### Met1 routing

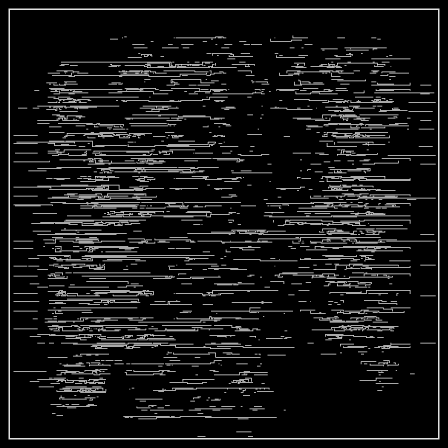
### M2 wires

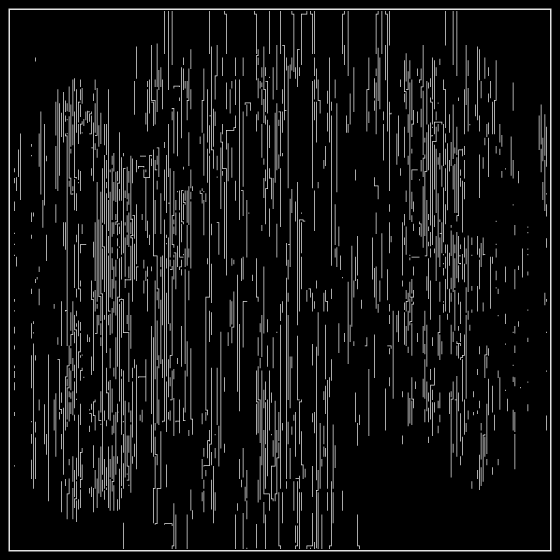
### M3 wires

Scale bar: 50 um. Cells faint in the background.
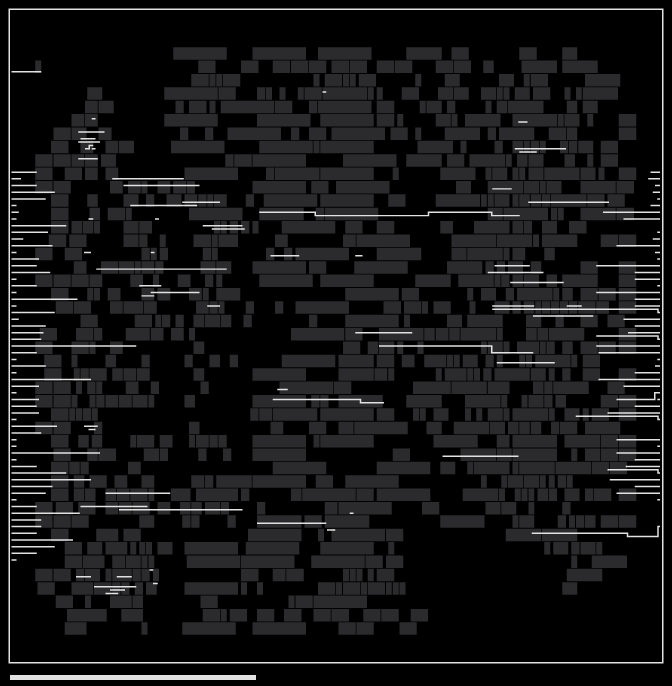
### Congestion heat map

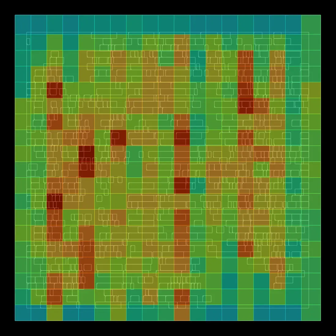
$ cat src/rtl/rv_enc_pkg.sv
// rv_enc_pkg: kind codes, opcodes, ALU code table and NOP word for the RV32IM instruction encoder
package rv_enc_pkg;
  typedef enum logic [3:0] {K_R, K_ICAL, K_LOAD, K_JALR, K_S, K_B, K_LUI, K_AUIPC, K_JAL} kind_e;
  typedef enum logic [4:0] {
    ALU_ADD = 5'd0, ALU_SUB, ALU_MUL, ALU_MULH, ALU_MULHSU, ALU_MULHU, ALU_DIV, ALU_DIVU,
    ALU_REM, ALU_REMU, ALU_AND, ALU_OR, ALU_XOR, ALU_SLL = 5'd14, ALU_SRL, ALU_SRA, ALU_SLTU, ALU_SLT
  } alu_e;
  localparam logic [6:0] OP_R     = 7'b0110011;
  localparam logic [6:0] OP_ICAL  = 7'b0010011;
  localparam logic [6:0] OP_LOAD  = 7'b0000011;
  localparam logic [6:0] OP_JALR  = 7'b1100111;
  localparam logic [6:0] OP_S     = 7'b0100011;
  localparam logic [6:0] OP_B     = 7'b1100011;
  localparam logic [6:0] OP_LUI   = 7'b0110111;
  localparam logic [6:0] OP_AUIPC = 7'b0010111;
  localparam logic [6:0] OP_JAL   = 7'b1101111;
  localparam logic [6:0] F7_BASE  = 7'h00;
  localparam logic [6:0] F7_ALT   = 7'h20;
  localparam logic [6:0] F7_M     = 7'h01;
  localparam logic [31:0] NOP     = 32'h0000_0013;
  typedef struct packed {
    logic       ok;
    logic [6:0] f7;
    logic [2:0] f3;
  } alu_enc_t;
  function automatic alu_enc_t alu_enc(input logic [4:0] c);
    case (c)
      ALU_ADD:    return '{1'b1, F7_BASE, 3'd0};
      ALU_SUB:    return '{1'b1, F7_ALT,  3'd0};
      ALU_MUL:    return '{1'b1, F7_M,    3'd0};
      ALU_MULH:   return '{1'b1, F7_M,    3'd1};
      ALU_MULHSU: return '{1'b1, F7_M,    3'd2};
      ALU_MULHU:  return '{1'b1, F7_M,    3'd3};
      ALU_DIV:    return '{1'b1, F7_M,    3'd4};
      ALU_DIVU:   return '{1'b1, F7_M,    3'd5};
      ALU_REM:    return '{1'b1, F7_M,    3'd6};
      ALU_REMU:   return '{1'b1, F7_M,    3'd7};
      ALU_AND:    return '{1'b1, F7_BASE, 3'd7};
      ALU_OR:     return '{1'b1, F7_BASE, 3'd6};
      ALU_XOR:    return '{1'b1, F7_BASE, 3'd4};
      ALU_SLL:    return '{1'b1, F7_BASE, 3'd1};
      ALU_SRL:    return '{1'b1, F7_BASE, 3'd5};
      ALU_SRA:    return '{1'b1, F7_ALT,  3'd5};
      ALU_SLTU:   return '{1'b1, F7_BASE, 3'd3};
      ALU_SLT:    return '{1'b1, F7_BASE, 3'd2};
      default:    return '{1'b0, F7_BASE, 3'd0};
    endcase
  endfunction
endpackage

$ cat src/rtl/enc_fifo2.sv
// enc_fifo2: 2-entry FIFO holding {err,inst}; rdata reads as zero while empty
module enc_fifo2 #(
  parameter int W = 33
) (
  input  logic         clk,
  input  logic         rst,
  input  logic         push,
  input  logic [W-1:0] wdata,
  input  logic         pop,
  output logic [W-1:0] rdata,
  output logic         full,
  output logic         empty
);
  logic [W-1:0] mem [2];
  logic         wp, rp;
  logic [1:0]   cnt;
  logic         do_push, do_pop;
  assign full    = cnt[1];
  assign empty   = cnt == 2'd0;
  assign do_push = push & ~full;
  assign do_pop  = pop & ~empty;
  assign rdata   = empty ? '0 : mem[rp];
  always_ff @(posedge clk) begin
    if (rst) begin
      cnt <= 2'd0;
      wp  <= 1'b0;
      rp  <= 1'b0;
    end else begin
      if (do_push) begin
        mem[wp] <= wdata;
        wp      <= ~wp;
      end
      if (do_pop) rp <= ~rp;
      cnt <= cnt + 2'(do_push) - 2'(do_pop);
    end
  end
endmodule

$ cat src/rtl/inst_encoder.sv
// inst_encoder: encodes decoded-field requests into RV32IM words with legality check, 2-entry buffer and address/word counters
module inst_encoder
  import rv_enc_pkg::*;
#(
  parameter int                 ADDR_W    = 32,
  parameter logic [ADDR_W-1:0]  BASE_ADDR = '0
) (
  input  logic              clk,
  input  logic              rst,
  input  logic              in_valid,
  output logic              in_ready,
  input  logic [3:0]        in_kind,
  input  logic [4:0]        in_alu_ctl,
  input  logic [2:0]        in_funct3,
  input  logic [4:0]        in_rd,
  input  logic [4:0]        in_rs1,
  input  logic [4:0]        in_rs2,
  input  logic [31:0]       in_imm,
  output logic              out_valid,
  input  logic              out_ready,
  output logic [31:0]       out_inst,
  output logic [ADDR_W-1:0] out_addr,
  output logic              out_err,
  output logic              err_sticky,
  output logic [15:0]       word_cnt
);
  alu_enc_t          a;
  logic              ok, s12, s13, s21, shift, full, empty, accept, pop;
  logic [31:0]       word, enc;
  logic [ADDR_W-1:0] ptr;
  assign a     = alu_enc(in_alu_ctl);
  assign s12   = (&in_imm[31:11]) | ~(|in_imm[31:11]);
  assign s13   = (&in_imm[31:12]) | ~(|in_imm[31:12]);
  assign s21   = (&in_imm[31:20]) | ~(|in_imm[31:20]);
  assign shift = in_alu_ctl == ALU_SLL || in_alu_ctl == ALU_SRL || in_alu_ctl == ALU_SRA;
  always_comb begin
    ok   = 1'b0;
    word = NOP;
    case (in_kind)
      K_R: begin
        ok   = a.ok;
        word = {a.f7, in_rs2, in_rs1, a.f3, in_rd, OP_R};
      end
      K_ICAL: begin
        ok   = a.ok && a.f7 != F7_M && in_alu_ctl != ALU_SUB && (shift ? in_imm[31:5] == '0 : s12);
        word = shift ? {a.f7, in_imm[4:0], in_rs1, a.f3, in_rd, OP_ICAL}
                     : {in_imm[11:0], in_rs1, a.f3, in_rd, OP_ICAL};
      end
      K_LOAD: begin
        ok   = s12 && in_funct3 != 3'd3 && in_funct3 < 3'd6;
        word = {in_imm[11:0], in_rs1, in_funct3, in_rd, OP_LOAD};
      end
      K_JALR: begin
        ok   = s12;
        word = {in_imm[11:0], in_rs1, 3'd0, in_rd, OP_JALR};
      end
      K_S: begin
        ok   = s12 && in_funct3 < 3'd3;
        word = {in_imm[11:5], in_rs2, in_rs1, in_funct3, in_imm[4:0], OP_S};
      end
      K_B: begin
        ok   = s13 && !in_imm[0] && in_funct3 != 3'd2 && in_funct3 != 3'd3;
        word = {in_imm[12], in_imm[10:5], in_rs2, in_rs1, in_funct3, in_imm[4:1], in_imm[11], OP_B};
      end
      K_LUI, K_AUIPC: begin
        ok   = in_imm[11:0] == '0;
        word = {in_imm[31:12], in_rd, in_kind == K_LUI ? OP_LUI : OP_AUIPC};
      end
      K_JAL: begin
        ok   = s21 && !in_imm[0];
        word = {in_imm[20], in_imm[10:1], in_imm[11], in_imm[19:12], in_rd, OP_JAL};
      end
      default: ok = 1'b0;
    endcase
  end
  assign enc       = ok ? word : NOP;
  assign in_ready  = ~full;
  assign accept    = in_valid & in_ready;
  assign out_valid = ~empty & ~rst;
  assign pop       = out_valid & out_ready;
  assign out_addr  = ptr;
  enc_fifo2 #(.W(33)) u_fifo (
    .clk   (clk),
    .rst   (rst),
    .push  (accept),
    .wdata ({~ok, enc}),
    .pop   (pop),
    .rdata ({out_err, out_inst}),
    .full  (full),
    .empty (empty)
  );
  always_ff @(posedge clk) begin
    if (rst) begin
      ptr        <= BASE_ADDR;
      word_cnt   <= '0;
      err_sticky <= 1'b0;
    end else begin
      ptr        <= pop ? ptr + ADDR_W'(4) : ptr;
      word_cnt   <= pop ? word_cnt + 16'd1 : word_cnt;
      err_sticky <= err_sticky | (accept & ~ok);
    end
  end
endmodule

$ cat config.mk
export PLATFORM = sky130hd
export DESIGN_NAME = inst_encoder
export DESIGN_NICKNAME = d
export VERILOG_FILES = /design/src/rtl/rv_enc_pkg.sv /design/src/rtl/enc_fifo2.sv /design/src/rtl/inst_encoder.sv
export SDC_FILE = /design/constraint.sdc
export NUM_CORES = 1
export LEC_CHECK = 0
export ABC_CLOCK_PERIOD_IN_PS = 4600
export CORE_MARGIN = 5
export CORE_UTILIZATION = 40
export DETAILED_ROUTE_END_ITERATION = 12
export PLACE_DENSITY = 0.69
export SLEW_MARGIN = 20
export SYNTH_ARGS = -nofsm -noshare
export SYNTH_HDL_FRONTEND = slang
export SYNTH_SLANG_ARGS = --single-unit
$ cat constraint.sdc
create_clock -name clk -period 4.6 [get_ports clk]
set_clock_uncertainty 0.2 [all_clocks]
set_input_delay 1.38 -clock clk [delete_from_list [all_inputs] [get_ports clk]]
set_output_delay 1.38 -clock clk [all_outputs]
set_load 0.005 [all_outputs]
==> metrics.sh <==
STATUS='complete, no violations'
SEQ-CELL-SHARE=0.354
POST-ROUTE-UTIL=0.560
DETAIL_ROUTE.ITER0.VIOLATIONS=332
NETSWITCHINGFRACTION=0.273
DRC=0
CAP_VIOL_MAX_COUNT=0
MET2_WIRELENGTH_UM=7750
WL_MET3_UM=1140
CPLARGESTDELAYFAMILY='buffers and inverters'
MOSTFREQUENTLAYOUTCELL='clkdlybuf4s50_1'
MET1_LENGTH_UM=7300
NUM_IO_PINS=147
SEQUENTIAL_SHARE_OF_THE_SYNTHESIZED_AREA=0.483
CTS_INSERTED_BUFFERS=17
NONCLKBUFAREAFRAC=0.195
SETUP_VIOLATIONS=0
NUM-NETS-FINAL=834
CRITICAL_PATH.N_BUFFERS_INVERTERS=2
SYNTH-SEQ-CELLS=114
SEQUENTIALPOWER_mW=1.19
DIE_WIDTH_UM=133
GRT_PASS1_WL_UM=26700
CELL_INTERNAL_PWR_mW=2.25
CTS_TREE='done'
SEQUENTIAL_CELL_AREA_MM2=0.00290
POST_CTS.REPAIR.SETUP_BUFFERS=0
NON_CLOCK_BUFFER_COUNT=163
YS_ASYNC_SR_FRACTION=0
COMB_SHARE=0.348
FINAL_CELL_MIX='clkdlybuf4s50_1 (144), nor2_1 (102), edfxtp_1 (62)'
CTS_HOLD_REPAIR.BUFFERS=0
HTREE_NUM_LEVELS=4
CHIP_AREA_MM2=0.0176
TIMING.HOLD.WORST.START='err_sticky'
POWER_PER_CELL_AREA_mW_PER_MM2=378
CRIT_PATH_MAX_INCR_DELAY_PS=510
WORST_PATH_CLASS_SETUP='in2out'
PLACED_CELLS_INCL_TAPS=926
FINAL_CELL_COUNT_NO_FILL=958
DETAILED_PLACE_HPWL_UM=12500
LAYOUT.AREA.COMB_MM2=0.00286
FINAL_COUNT_OF_PINS_VIOLATING_MAX_SLEW=0
WHS_ENDPOINT='err_sticky'
REGISTER_WITH_THE_MOST_FLIP_FLOPS='u_fifo.mem'
CTS_REPAIR_RESIZE_COUNT=0
WORST-ENDPOINT-ARRIVAL_PS=2590
SLEW_HEADROOM=0.412
SYN_TO_FINAL_GROWTH_PCT=36.4
GLOBAL_PLACER_S_FINAL_WEIGHTED_CONGESTION=0.894
ANTENNA_FOUND_INITIAL=0
FINALSETUPTNS_PS=0
POST_SYNTH_NUM_CELL_TYPES=64
NCLKBUFFERS=17
GLOBALROUTE.TOTALOVERFLOW=0
LARGEST_NET_DEGREE_AT_THE_START_OF_GLOBAL_ROUTING=53
PORT-BUFFER-COUNT=144
CLK_SHARE=0.0683
NETLIST.TOP_CELL.BY_INSTANCES='nor2_1'
P_SWITCHING_mW=0.847
TOP_AREA_CELL='edfxtp_1'
CORE-AREA_MM2=0.0146
PWR.GROUP.COMBINATIONAL_mW=0.695
CLOCKROOTBUFFER='clkbuf_16'
YS_AREA_MM2=0.00601
POST_ROUTE_CELLS_DRIVE_ABOVE_1_SHARE=0.0866
DETAIL_ROUTE.FIRST_PASS.ITERATIONS=5
WORST-SLEW-PIN-TRANSITION_PS=883
HOLD_PATH.CLASS='reg2reg'
REG2REG_SLACK_PS=2390
GRT_SETUP_UNREPAIRED='false'
WORSTSETUPENDPOINT='out_valid'
FIN_HOLD_WS_PS=280
FINAL_DESIGN_AREA_NO_FILL_MM2=0.00820
NUMBER_OF_STANDARD_CELLS_REPORTED_BY_YOSYS=617
ARITHMETIC_CELL_SHARE_OF_THE_SYNTHESIZED_AREA_COUNTING_FULL_ADDERS_HALF_ADDERS_AND_MAJORITY_GATES=0.0208
TAPCELLCOUNT=184
CRITICAL_PATH.ENDPOINT_TYPE='output pin'
FF_TYPE='edfxtp_1'
WORST_SETUP_PATH_STARTPOINT='rst'
PLACED_AREA_MM2=0.00764
STD_CELL_ROWS=44
Notes on 'Met1 routing' above:
The wires run mostly horizontal. 727 nets have wire on it. The longest straight run is 40.0 um. The layer carries 7300 um of wire.
DR vias: 5242
aggregate routed wire length: 16600 um
grt met1 use: 0.240

Notes on 'M2 wires' above:
The longest straight run is 51.5 um. 715 nets have wire on it. The wires run mostly vertical. The layer holds 47% of the routed length.

Notes on 'M3 wires' above:
The layer carries 1140 um of wire. The layer holds 6.9% of the routed length. The longest straight run is 33.6 um. 147 nets have wire on it. The wires run mostly horizontal.
global routing usage on met3: 0.0482

Notes on 'Congestion heat map' above:
overall routing resource usage: 0.185
met2 Use GR: 0.303
most used routing layer in global routing: met2
Avg WL per Cell: 17.3 um

